==> run_1/density.png <==
(4 px per um) 6 x 9 tiles, from dark blue (low) to red (high), 0 to 100% covered.
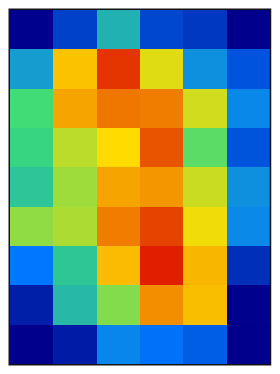
==> run_1/port_nets.png <==
(3 px per um)
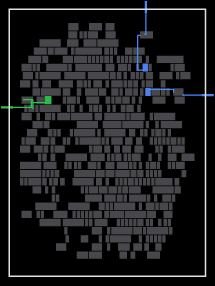
==> run_1/clock_map.png <==
(4 px per um)
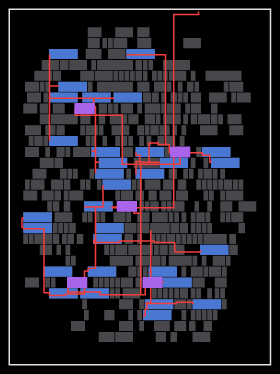
==> run_1/met3.png <==
(6 px per um)
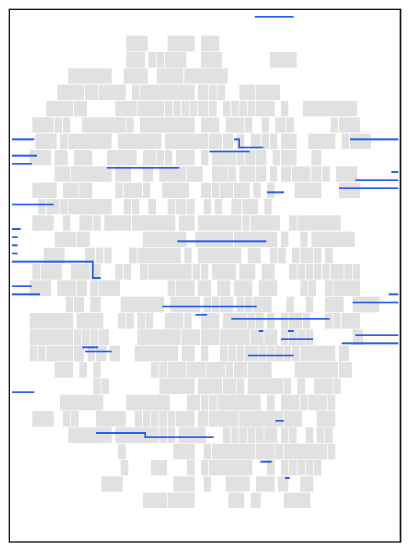
## src/rtl/hazard_scoreboard_pkg.sv

```systemverilog
// Shared definitions for the hazard/forwarding scoreboard of the pipelined
// MIPS core.
//   - Stage indices of the records tracked after D: E=1, M=2, W=3.
//   - HI/LO destination address.
//   - Default widths, depth and mult/div busy lengths.
//   - max_int(): sizes the mult/div counter so it fits either load value.
package hazard_scoreboard_pkg;

    localparam int STAGE_E = 1;
    localparam int STAGE_M = 2;
    localparam int STAGE_W = 3;

    localparam int DEF_DEPTH       = 3;
    localparam int DEF_AW          = 6;
    localparam int DEF_TW          = 3;
    localparam int DEF_MULT_CYCLES = 5;
    localparam int DEF_DIV_CYCLES  = 10;

    // Top bit of the address space selects HI/LO rather than a GPR.
    localparam logic [DEF_AW-1:0] HILO_ADDR = 6'b100000;

    function automatic int max_int(input int a, input int b);
        return (a > b) ? a : b;
    endfunction

endpackage

```

## src/rtl/hazard_scoreboard_match.sv

```systemverilog
// hs_match: nearest-match search for one D-stage source operand.
// Ports:
//   rec_a  in  DEPTH*AW  destination of record k at bits [(k-1)*AW +: AW]
//   rec_t  in  DEPTH*TW  remaining Tnew of record k at bits [(k-1)*TW +: TW]
//   ause   in  AW        source address (0 = no source, never matches)
//   hit    out 1         some record writes this source
//   k      out FW        stage number (1..DEPTH) of the nearest match
//   t      out TW        remaining Tnew of the nearest match
module hs_match
    import hazard_scoreboard_pkg::*;
#(
    parameter int DEPTH = DEF_DEPTH,
    parameter int AW    = DEF_AW,
    parameter int TW    = DEF_TW,
    parameter int FW    = $clog2(DEPTH + 1)
) (
    input  logic [DEPTH*AW-1:0] rec_a,
    input  logic [DEPTH*TW-1:0] rec_t,
    input  logic [AW-1:0]       ause,
    output logic                hit,
    output logic [FW-1:0]       k,
    output logic [TW-1:0]       t
);

    logic [DEPTH-1:0] eq;

    genvar gi;
    generate
        for (gi = 0; gi < DEPTH; gi++) begin : g_eq
            assign eq[gi] = (rec_a[gi*AW +: AW] == ause) && (ause != '0);
        end
    endgenerate

    // Scan from the farthest stage toward E so the lowest matching stage
    // is the last one assigned and therefore wins.
    always_comb begin
        hit = 1'b0;
        k   = '0;
        t   = '0;
        for (int i = DEPTH - 1; i >= 0; i--) begin
            if (eq[i]) begin
                hit = 1'b1;
                k   = FW'(i + 1);
                t   = rec_t[i*TW +: TW];
            end
        end
    end

endmodule

```

## src/rtl/hazard_scoreboard.sv

```systemverilog
// hazard_scoreboard: D-stage stall and forward-select generation.
// Keeps one {destination, remaining Tnew} record per stage after D, ageing
// Tnew by one each cycle, and interlocks HI/LO users behind mult/div.
// Ports:
//   clk, reset           clock; synchronous active-low reset
//   d_tnew, d_anew       Tnew and destination of the D instruction
//   d_tuse1/2, d_ause1/2 Tuse and address of each source (address 0 = none)
//   d_md_start, d_md_div D is mult/multu (div=0) or div/divu (div=1)
//   d_uses_hilo          D reads or writes HI/LO
//   stall                hold PC/D and send a bubble into E
//   fwd_sel1/2           0 = register file, k = result of stage k
//   md_busy              mult/div unit still working
module hazard_scoreboard
    import hazard_scoreboard_pkg::*;
#(
    parameter int DEPTH       = DEF_DEPTH,
    parameter int AW          = DEF_AW,
    parameter int TW          = DEF_TW,
    parameter int MULT_CYCLES = DEF_MULT_CYCLES,
    parameter int DIV_CYCLES  = DEF_DIV_CYCLES,
    parameter int FW          = $clog2(DEPTH + 1)
) (
    input  logic          clk,
    input  logic          reset,
    input  logic [TW-1:0] d_tnew,
    input  logic [AW-1:0] d_anew,
    input  logic [TW-1:0] d_tuse1,
    input  logic [AW-1:0] d_ause1,
    input  logic [TW-1:0] d_tuse2,
    input  logic [AW-1:0] d_ause2,
    input  logic          d_md_start,
    input  logic          d_md_div,
    input  logic          d_uses_hilo,
    output logic          stall,
    output logic [FW-1:0] fwd_sel1,
    output logic [FW-1:0] fwd_sel2,
    output logic          md_busy
);

    localparam int CW = $clog2(max_int(MULT_CYCLES, DIV_CYCLES) + 1);

    // Index gi holds stage gi+1 (E at index 0).
    logic [AW-1:0] a_reg  [DEPTH];
    logic [AW-1:0] a_next [DEPTH];
    logic [TW-1:0] t_reg  [DEPTH];
    logic [TW-1:0] t_next [DEPTH];
    logic [CW-1:0] cnt_reg;
    logic [CW-1:0] cnt_next;

    logic [DEPTH*AW-1:0] rec_a_flat;
    logic [DEPTH*TW-1:0] rec_t_flat;

    logic          hit1;
    logic          hit2;
    logic [FW-1:0] k1;
    logic [FW-1:0] k2;
    logic [TW-1:0] t1;
    logic [TW-1:0] t2;
    logic          haz1;
    logic          haz2;

    function automatic logic [TW-1:0] sat_dec(input logic [TW-1:0] x);
        return (x == '0) ? '0 : x - TW'(1);
    endfunction

    genvar gi;
    generate
        for (gi = 0; gi < DEPTH; gi++) begin : g_stage
            if (gi == STAGE_E - 1) begin : g_entry
                // A stalled D instruction is not issued: E gets a bubble.
                assign a_next[gi] = stall ? '0 : d_anew;
                assign t_next[gi] = stall ? '0 : sat_dec(d_tnew);
            end else begin : g_shift
                // Downstream stages keep moving even while D is held.
                assign a_next[gi] = a_reg[gi-1];
                assign t_next[gi] = sat_dec(t_reg[gi-1]);
            end

            always_ff @(posedge clk) begin
                if (!reset) begin
                    a_reg[gi] <= '0;
                    t_reg[gi] <= '0;
                end else begin
                    a_reg[gi] <= a_next[gi];
                    t_reg[gi] <= t_next[gi];
                end
            end

            assign rec_a_flat[gi*AW +: AW] = a_reg[gi];
            assign rec_t_flat[gi*TW +: TW] = t_reg[gi];
        end
    endgenerate

    hs_match #(
        .DEPTH (DEPTH),
        .AW    (AW),
        .TW    (TW),
        .FW    (FW)
    ) u_match1 (
        .rec_a (rec_a_flat),
        .rec_t (rec_t_flat),
        .ause  (d_ause1),
        .hit   (hit1),
        .k     (k1),
        .t     (t1)
    );

    hs_match #(
        .DEPTH (DEPTH),
        .AW    (AW),
        .TW    (TW),
        .FW    (FW)
    ) u_match2 (
        .rec_a (rec_a_flat),
        .rec_t (rec_t_flat),
        .ause  (d_ause2),
        .hit   (hit2),
        .k     (k2),
        .t     (t2)
    );

    // Result not ready by the time the source needs it. Equality is fine:
    // the value arrives just in time through the downstream muxes.
    assign haz1 = hit1 && (t1 > d_tuse1);
    assign haz2 = hit2 && (t2 > d_tuse2);

    assign md_busy = (cnt_reg != '0);
    assign stall   = haz1 || haz2 || (d_uses_hilo && md_busy);

    // Only a finished result (t == 0) is forwarded from D's point of view.
    assign fwd_sel1 = (hit1 && (t1 == '0)) ? k1 : '0;
    assign fwd_sel2 = (hit2 && (t2 == '0)) ? k2 : '0;

    // A new mult/div issue reloads the counter even if one is running.
    always_comb begin
        cnt_next = cnt_reg;
        if (d_md_start && !stall) begin
            cnt_next = d_md_div ? CW'(DIV_CYCLES) : CW'(MULT_CYCLES);
        end else if (cnt_reg != '0) begin
            cnt_next = cnt_reg - CW'(1);
        end
    end

    always_ff @(posedge clk) begin
        if (!reset) begin
            cnt_reg <= '0;
        end else begin
            cnt_reg <= cnt_next;
        end
    end

endmodule
```

## config.mk

```make
export PLATFORM = sky130hd
export DESIGN_NAME = hazard_scoreboard
export DESIGN_NICKNAME = d
export VERILOG_FILES = /design/src/rtl/hazard_scoreboard_pkg.sv /design/src/rtl/hazard_scoreboard_match.sv /design/src/rtl/hazard_scoreboard.sv
export SDC_FILE = /design/constraint.sdc
export NUM_CORES = 1
export LEC_CHECK = 0
export ABC_AREA = 1
export CAP_MARGIN = 20
export CORE_ASPECT_RATIO = 1.4
export CORE_MARGIN = 3
export CORE_UTILIZATION = 43
export DETAILED_ROUTE_END_ITERATION = 8
export GPL_TIMING_DRIVEN = 0
export PLACE_DENSITY = 0.74
export SKIP_CTS_REPAIR_TIMING = 1
export SYNTH_ARGS = -nofsm -noshare
export SYNTH_HDL_FRONTEND = slang
export SYNTH_SLANG_ARGS = --single-unit
```

## constraint.sdc

```tcl
create_clock -name clk -period 3.4 [get_ports clk]
set_input_delay 0.68 -clock clk [delete_from_list [all_inputs] [get_ports clk]]
set_output_delay 0.68 -clock clk [all_outputs]
set_load 0.01 [all_outputs]
```

==> qor.yml, run 1 <==
worst_setup_path:
  worst-r2r-setup-slack_ps: 580
  slowest_stage: "a211oi_2"
  cp-end-kind: "output pin"
  crit_family: "simple AND/OR/NAND/NOR gates"
  max_stage_delay_ps: 220
  cp.depth: 18
  worstReg2RegEnd: "cnt_reg[0]"
  worstPathMaxFanout: 4
  crit_arrival_ps: 2720
  startpoint: "d_ause2[2]"
  endpoint: "stall"
  crit_top_cell: "nand2_1"
  worstPathRequired_ps: 2720
  crit_chain: "buf_4 > xnor2_1 > nand2_1 > nor2_1 > nand2_2 > nor2_4 > nand2_1 > nand2_1 > o21ai_2 > inv_2 > ha_4 > nand2_4 > nor2_2 > a211oi_2 > a21oi_2 > a21boi_4 > nand2_2 > buf_6"
  crit_type: "input port to output pin"
  cp_num_buf_inv: 3
  critPathLaunchType: "input port"
  reg2reg_depth: 21
  timing.rr.start: "a_reg[1][3]"
layout:
  fill_cells: 412
  fin_area_mm2: 0.00286
  combGateArea_mm2: 0.00137
  lay_top_count: "nand2_1"
  buffer_area_share_pct: 15.8
  nNonClkInverters: 66
  largest_cell_class: "logic gates"
  clock_buffers: 6
  mostFrequentLayoutCells: "nand2_1 (77), inv_1 (57), dfxtp_1 (31), nor2_1 (26), xnor2_1 (23)"
  comb_area_share_pct: 48.0
  seq_area_share_pct: 21.7
  drive_gt1_share_pct: 20.8
  flop-count: 31
  largest_register_ffs: 18
  n_antenna_cell: 0
  areaGrowthSynthToFinish_pct: 36.8
  clk_share_pct: 3.06
  regArea_um2: 621
  num-multi-input-gates: 217
  fin_cells: 432
hold_path:
  min_to: "t_reg[2][0]"
  hold_start: "t_reg[1][0]"
  hold_class: "register to register"
  min_delay_path_depth: 1
logic_synthesis:
  yosysChipArea_mm2: 0.00209
  synth.distinct_cells: 24
  syn_avg_cell_area_um2: 6.62
  edf_count: 0
  yosysTopAreaCellShare_pct: 29.7
  numSynthFlops: 31
  mux_area_share_pct: 0
  yosys_most_used_dff: "dfxtp_1"
  yosys_cells: 316
  ys_seq_share_pct: 29.7
  syn_area_mm2: 0.00209
  ys_sh_simple_pct: 31.6
  syn_nets: 362
  ys_top_logic_family: "simple AND/OR/NAND/NOR gates"
  ys_warn_count: 0
  top_area_cell: "dfxtp_1"
  synthTopCellsByCount: "nand2_1 (82), inv_1 (64), nor2_1 (37), dfxtp_1 (31), xnor2_1 (26)"
  topCellsByArea: "dfxtp_1 (30%), nand2_1 (15%), inv_1 (11%), xnor2_1 (11%), ha_1 (8.4%)"
  synth_cells: 316
pwr:
  sw_frac_of_total_pct: 35.1
  p_leak_nw: 1.52
  power_density_mw_per_mm2: 446
  vdd_drop_max_mv: 0.332
  powerClk_uw: 291
  pg_comb_uw: 504
  powerSeq_uw: 480
  intPower_uw: 828
  p_comb_share_pct: 39.6
  clockPowerShare_pct: 22.8
  p_seq_share_pct: 37.6
placement:
  dp.final_hpwl_um: 3600
  dpl_cell_area_mm2: 0.00253
  place_congestion: 0.875
  dp.cells: 414
  dp_slack_ps: -1080
clock_network:
  cts_num_sinks: 31
  clk_pin_slew_ps: 60
  worstSkewPairLatency_ps: 290
  clockBufferDepth: 2
  cts_tree: "yes"
  cts-root-buf: "clkbuf_8"
route:
  wl_met3_um: 221
  via_per_inst: 4.61
  wl_per_cell_um: 11.3
  vias: 1993
  drcViolationCount: 0
  ant_nets: 0
  routed_wirelength_um: 4880
  drt_iter0_drc: 80
  dr.max_layer_used: "met4"
  wl_met2_um: 2600
global_route:
  grt_pass1_vias: 1840
  grtUsageTotal_pct: 17.4
  met3_usage_pct: 3.56
  grt.busiest_layer: "met2"
  grt_max_degree: 11
  use_met2_pct: 31.5
  antenna_found_initial: 0
  use_met1_pct: 18.7
  grt_first_pass_wirelength_um: 7690
final_timing:
  hold_viol: 0
  drv_slew: 0
  whs_ps: 415
  fin_ws_ps: 4.69
  setup-tns-final_ps: 0
  setup_viol: 0
  worst_pin_slew_ps: 468
  timing.final.crit_share_pct: 99.9
  fmax_ghz: 0.295
  fin_worst_skew_ps: 4.14
  relSlewSlack_pct: 68.8
die:
  rows: 29
  nWellTaps: 62
  io_pins: 38
  coreArea_mm2: 0.00461
  fp_util_pct: 45.4
  chip_area_mm2: 0.00575
job:
  maxCapViolCount: 0
run_status:
  status: "complete, no violations"
-- density.png (at the start) --
- nearly empty tiles: 9.3%
- densest ninth of the die: center
- fullest tile: 97%
- mean over tiles: 48%
- emptiest ninth of the die: south-west

-- port_nets.png (at the start) --
- green: `stall` (direction output; edge west; end cells 1; buffers 1; wire 19.8 um)
- blue: `fwd_sel1` (direction output; edge 1 north, 1 east; end cells 2; buffers 2; wire 38.7 um)

-- clock_map.png (at the start) --
- purple: cells driving clock nets (count 5)
- blue: flip-flops (count 31)
- red: clock wires (length 452 um)
- routed clock nets: 6

-- met3.png (at the start) --
- nets with wire on the layer: 32
- main direction: horizontal
- wire length on this layer: 221 um
- share of all routed wire: 4.5%
- longest straight run: 16.1 um

==> inputs of run 2 (changes only) <==
--- a/config.mk
+++ b/config.mk
@@ -7,12 +7,15 @@
 export LEC_CHECK = 0
 export ABC_AREA = 1
 export CAP_MARGIN = 20
+export CELL_PAD_IN_SITES_DETAIL_PLACEMENT = 0
+export CELL_PAD_IN_SITES_GLOBAL_PLACEMENT = 1
 export CORE_ASPECT_RATIO = 1.4
 export CORE_MARGIN = 3
-export CORE_UTILIZATION = 43
+export CORE_UTILIZATION = 37
 export DETAILED_ROUTE_END_ITERATION = 8
 export GPL_TIMING_DRIVEN = 0
-export PLACE_DENSITY = 0.74
+export PLACE_DENSITY = 0.86
+export REMOVE_ABC_BUFFERS = 1
 export SKIP_CTS_REPAIR_TIMING = 1
 export SYNTH_ARGS = -nofsm -noshare
 export SYNTH_HDL_FRONTEND = slang
==> run_2/final_congestion.png <==
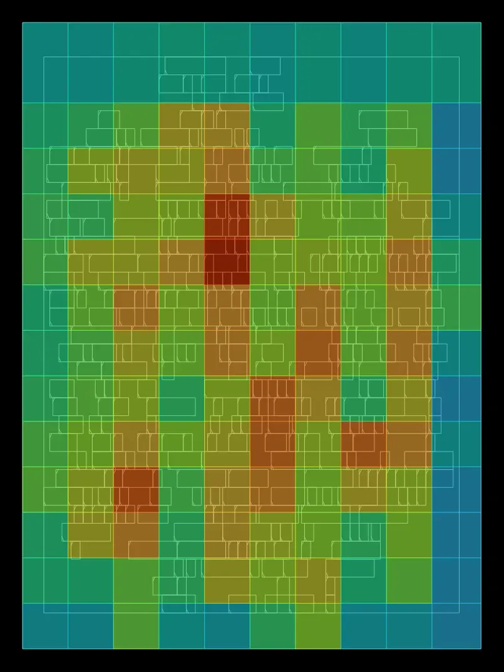
M2 GR Usage: 27.0%
total track usage: 14.2%

==> run_2/port_nets.png <==
(3 px per um)
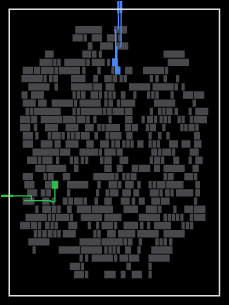
- green: `stall` (direction output; edge west; end cells 1; buffers 1; wire 23.5 um)
- blue: `fwd_sel1` (direction output; edge north; end cells 2; buffers 2; wire 37.9 um)

==> run 2 against run 1 <==
  * Critical path depth rose by 2
  * Clock power decreased by 1%
  * Synthesized cell count is the same
  * Setup slack better by 110 ps
  * Wire length shrank 4.8%
  * Area after synthesis unchanged
  * Largest cell class unchanged
  * Flip-flop count unchanged
  * Sequential share of layout area shrank 0.085 points
  * Cell area increased by 0.39%
  * Die area is 15% higher
==> qor.yml, run 2 <==
placement:
  dp.final_hpwl_um: 3640  # +0.94%
  dp_slack_ps: -1030  # +56.6 ps
  dp.cells: 417  # +0.72%
logic_synthesis:
  synthTopCellsByCount: "nand2_1 (82), inv_1 (64), nor2_1 (37), dfxtp_1 (31), xnor2_1 (26)"
  mux_area_share_pct: 0  # unchanged
  synth_cells: 316  # unchanged
  top_area_cell: "dfxtp_1"
  syn_area_mm2: 0.00209  # unchanged
  numSynthFlops: 31  # unchanged
  ys_warn_count: 0  # unchanged
layout:
  clock_buffers: 6  # unchanged
  num-multi-input-gates: 217  # unchanged
  mostFrequentLayoutCells: "nand2_1 (77), inv_1 (56), dfxtp_1 (31), nor2_1 (23), clkdlybuf4s50_1 (22)"
  fin_cells: 433  # +0.23%
  lay_top_count: "nand2_1"
  clk_share_pct: 3.05  # -0.012 points
  fill_cells: 539  # +31%
  areaGrowthSynthToFinish_pct: 37.3
  nNonClkInverters: 66  # unchanged
  seq_area_share_pct: 21.6  # -0.085 points
  drive_gt1_share_pct: 22.9  # +2.1 points
  comb_area_share_pct: 48.6  # +0.60 points
  regArea_um2: 621  # unchanged
  n_antenna_cell: 0  # unchanged
final_timing:
  fmax_ghz: 0.305  # +3.4%
  whs_ps: 414  # -0.685 ps
  fin_worst_skew_ps: 7.58  # +3.45 ps
  hold_viol: 0  # unchanged
  timing.final.crit_share_pct: 96.6  # -3.3 points
worst_setup_path:
  max_stage_delay_ps: 210  # about the same
  crit_chain: "buf_12 > nor2_4 > nand2_2 > nor2_4 > nor2_2 > nand2_2 > inv_2 > nor2_4 > nand2_1 > nand2_1 > o21ai_2 > inv_2 > ha_4 > nand2_4 > nor2_2 > a211oi_2 > a21oi_2 > a21boi_4 > nand2_2 > buf_6"
  critPathLaunchType: "input port"
  cp.depth: 20  # +2
  cp_num_buf_inv: 4  # +1
  worstPathMaxFanout: 5  # +1
  crit_arrival_ps: 2600  # -120 ps
  crit_type: "input port to output pin"
  crit_family: "simple AND/OR/NAND/NOR gates"
  timing.rr.start: "a_reg[1][1]"
  cp-end-kind: "output pin"
clock_network:
  cts_tree: "yes"
  worstSkewPairLatency_ps: 280  # about the same
job:
  maxCapViolCount: 0  # unchanged
global_route:
  use_met1_pct: 15.4  # -3.3 points
  antenna_found_initial: 0  # unchanged
  grt_pass1_vias: 1796  # -2.4%
route:
  drcViolationCount: 0  # unchanged
  dr.max_layer_used: "met4"
  ant_nets: 0  # unchanged
  routed_wirelength_um: 4640  # -4.8%
  wl_met2_um: 2470  # -5.2%
  wl_per_cell_um: 10.7  # -5.0%
die:
  nWellTaps: 66  # +6.5%
  chip_area_mm2: 0.00661  # +15%
  coreArea_mm2: 0.00531  # +15%
  fp_util_pct: 39.4  # -6.0 points
  rows: 31  # +6.9%
pwr:
  p_seq_share_pct: 37.8  # +0.2 points
  clockPowerShare_pct: 22.5  # -0.3 points
  p_comb_share_pct: 39.7  # about the same
  powerClk_uw: 287  # -1%
  intPower_uw: 830  # +0.31%
  pg_comb_uw: 507  # about the same
  sw_frac_of_total_pct: 34.9  # -0.17 points
  vdd_drop_max_mv: 0.383  # +15%
hold_path:
  min_to: "t_reg[2][0]"
  hold_start: "t_reg[1][0]"
run_status:
  status: "complete, no violations"
==> inputs of run 3 (changes only) <==
--- a/config.mk
+++ b/config.mk
@@ -10,13 +10,13 @@
 export CELL_PAD_IN_SITES_DETAIL_PLACEMENT = 0
 export CELL_PAD_IN_SITES_GLOBAL_PLACEMENT = 1
 export CORE_ASPECT_RATIO = 1.4
-export CORE_MARGIN = 3
+export CORE_MARGIN = 8
 export CORE_UTILIZATION = 37
 export DETAILED_ROUTE_END_ITERATION = 8
 export GPL_TIMING_DRIVEN = 0
 export PLACE_DENSITY = 0.86
 export REMOVE_ABC_BUFFERS = 1
-export SKIP_CTS_REPAIR_TIMING = 1
 export SYNTH_ARGS = -nofsm -noshare
 export SYNTH_HDL_FRONTEND = slang
 export SYNTH_SLANG_ARGS = --single-unit
+export TNS_END_PERCENT = 30
==> run_3/density.png <==
(4 px per um) 8 x 10 tiles, from dark blue (low) to red (high), 0 to 100% covered.
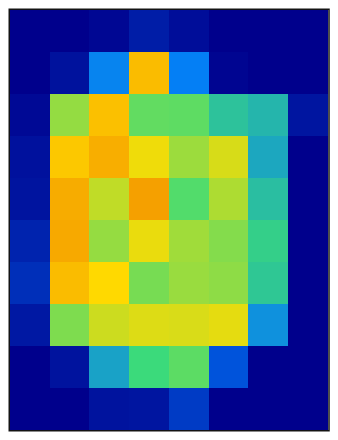
Floorplan Utilization: 38.1%
post-layout util: 51.4%
Core Area: 0.00549 mm^2

==> run_3/final_congestion.png <==
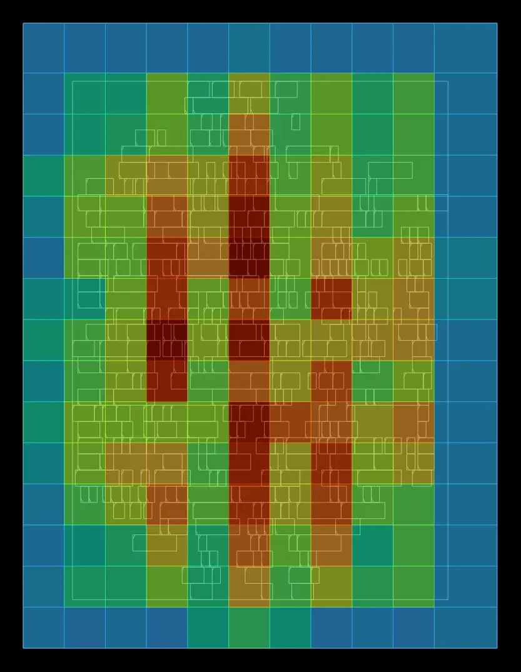
routing usage on met3: 3.26%
total track usage: 12.5%
Global Route met1 Usage: 12.8%
Routed WL per cell: 11.3 um

==> run 3 against run 2 <==
  * Sequential share of layout area grew 0.41 points
  * Synthesized cell count is the same
  * Clock power up 2%
  * Largest cell class unchanged
  * Largest power group unchanged
==> qor.yml, run 3 <==
run_status:
  status: "complete, no violations"
pwr:
  pg_comb_uw: 506  # about the same
  p_seq_share_pct: 37.5  # -0.3 points
  p_comb_share_pct: 39.6  # about the same
  p_switching_uw: 449
  sw_frac_of_total_pct: 35.1  # +0.22 points
  intPower_uw: 829  # -0.20%
  clockPowerShare_pct: 22.9  # +0.4 points
  powerSeq_uw: 479
  vdd_drop_max_mv: 0.384  # +0.22%
  powerClk_uw: 292  # +2%
worst_setup_path:
  startpoint: "d_ause2[2]"
  worstPathMaxFanout: 4  # -1
  cp_num_buf_inv: 4  # unchanged
  cp.depth: 19  # -5.0%
  crit_family: "simple AND/OR/NAND/NOR gates"
  crit_arrival_ps: 2690  # +90 ps
  crit_type: "input port to output pin"
  crit_chain: "clkbuf_4 > xnor2_1 > nand2_1 > nor2_2 > nand2_2 > inv_4 > nor2_4 > nand2_1 > nand2_1 > o21ai_2 > inv_1 > ha_1 > nand2_2 > nor2_2 > a211oi_2 > a21oi_2 > a21boi_4 > nand2_2 > buf_6"
  max_stage_delay_ps: 280  # +70 ps
  timing.rr.start: "a_reg[1][2]"
  critPathLaunchType: "input port"
  cp-end-kind: "output pin"
global_route:
  grt_pass1_vias: 2032  # +13%
  antenna_found_initial: 0  # unchanged
  grt.busiest_layer: "met2"
  use_met2_pct: 23.0  # -4.0 points
  grt-ovfl-total: 0
layout:
  buffer_area_share_pct: 15.7
  regArea_um2: 621  # unchanged
  nNonClkInverters: 66  # unchanged
  fin_cells: 441  # +1.8%
  clock_buffers: 6  # unchanged
  seq_area_share_pct: 22.0  # +0.41 points
  comb_area_share_pct: 47.3  # -1.3 points
  num-multi-input-gates: 217  # unchanged
  n_antenna_cell: 0  # unchanged
  lay_top_count: "nand2_1"
  largest_cell_class: "logic gates"
  fill_cells: 567  # +5.2%
  clk_share_pct: 3.11  # +0.058 points
  areaGrowthSynthToFinish_pct: 34.7
  drive_gt1_share_pct: 21.2  # -1.7 points
  mostFrequentLayoutCells: "nand2_1 (77), inv_1 (59), dfxtp_1 (31), nor2_1 (26), xnor2_1 (25)"
clock_network:
  clockBufferDepth: 2
  worstSkewPairLatency_ps: 280  # about the same
  clk_pin_slew_ps: 60
  cts_tree: "yes"
final_timing:
  setup_viol: 0
  relSlewSlack_pct: 53.2
  timing.final.crit_share_pct: 99.2  # +2.7 points
  fmax_ghz: 0.296  # -2.7%
  fin_worst_skew_ps: 4.68  # -2.91 ps
  hold_viol: 0  # unchanged
  whs_ps: 411  # -2.93 ps
  setup-tns-final_ps: 0
route:
  dr.max_layer_used: "met4"
  routed_wirelength_um: 4990  # +7.6%
  drtPass1Iterations: 4
  drcViolationCount: 0  # unchanged
  wl_met1_um: 1970
  wl_met2_um: 2660  # +8.0%
  ant_nets: 0  # unchanged
logic_synthesis:
  mux_area_share_pct: 0  # unchanged
  ys_seq_share_pct: 29.7
  top_area_cell: "dfxtp_1"
  synthTopCellsByCount: "nand2_1 (82), inv_1 (64), nor2_1 (37), dfxtp_1 (31), xnor2_1 (26)"
  yosysChipArea_mm2: 0.00209
  ys_warn_count: 0  # unchanged
  syn_area_mm2: 0.00209  # unchanged
  syn_avg_cell_area_um2: 6.62
  ys_top_logic_family: "simple AND/OR/NAND/NOR gates"
  synth_cells: 316  # unchanged
  numSynthFlops: 31  # unchanged
hold_path:
  hold_start: "t_reg[1][0]"
  min_delay_path_depth: 1
  hold_class: "register to register"
  min_to: "t_reg[2][0]"
placement:
  dp.cells: 419  # +0.48%
  dp_slack_ps: -1040  # -10.8 ps
  place_congestion: 0.752
  io_buffers: 37
  dp.final_hpwl_um: 3860  # +6.2%
die:
  nWellTaps: 68  # +3.0%
  chip_area_mm2: 0.00835  # +26%
  rows: 32  # +3.2%
job:
  warnings: 29
  maxCapViolCount: 0  # unchanged
Power and IR drop assume default switching activity.
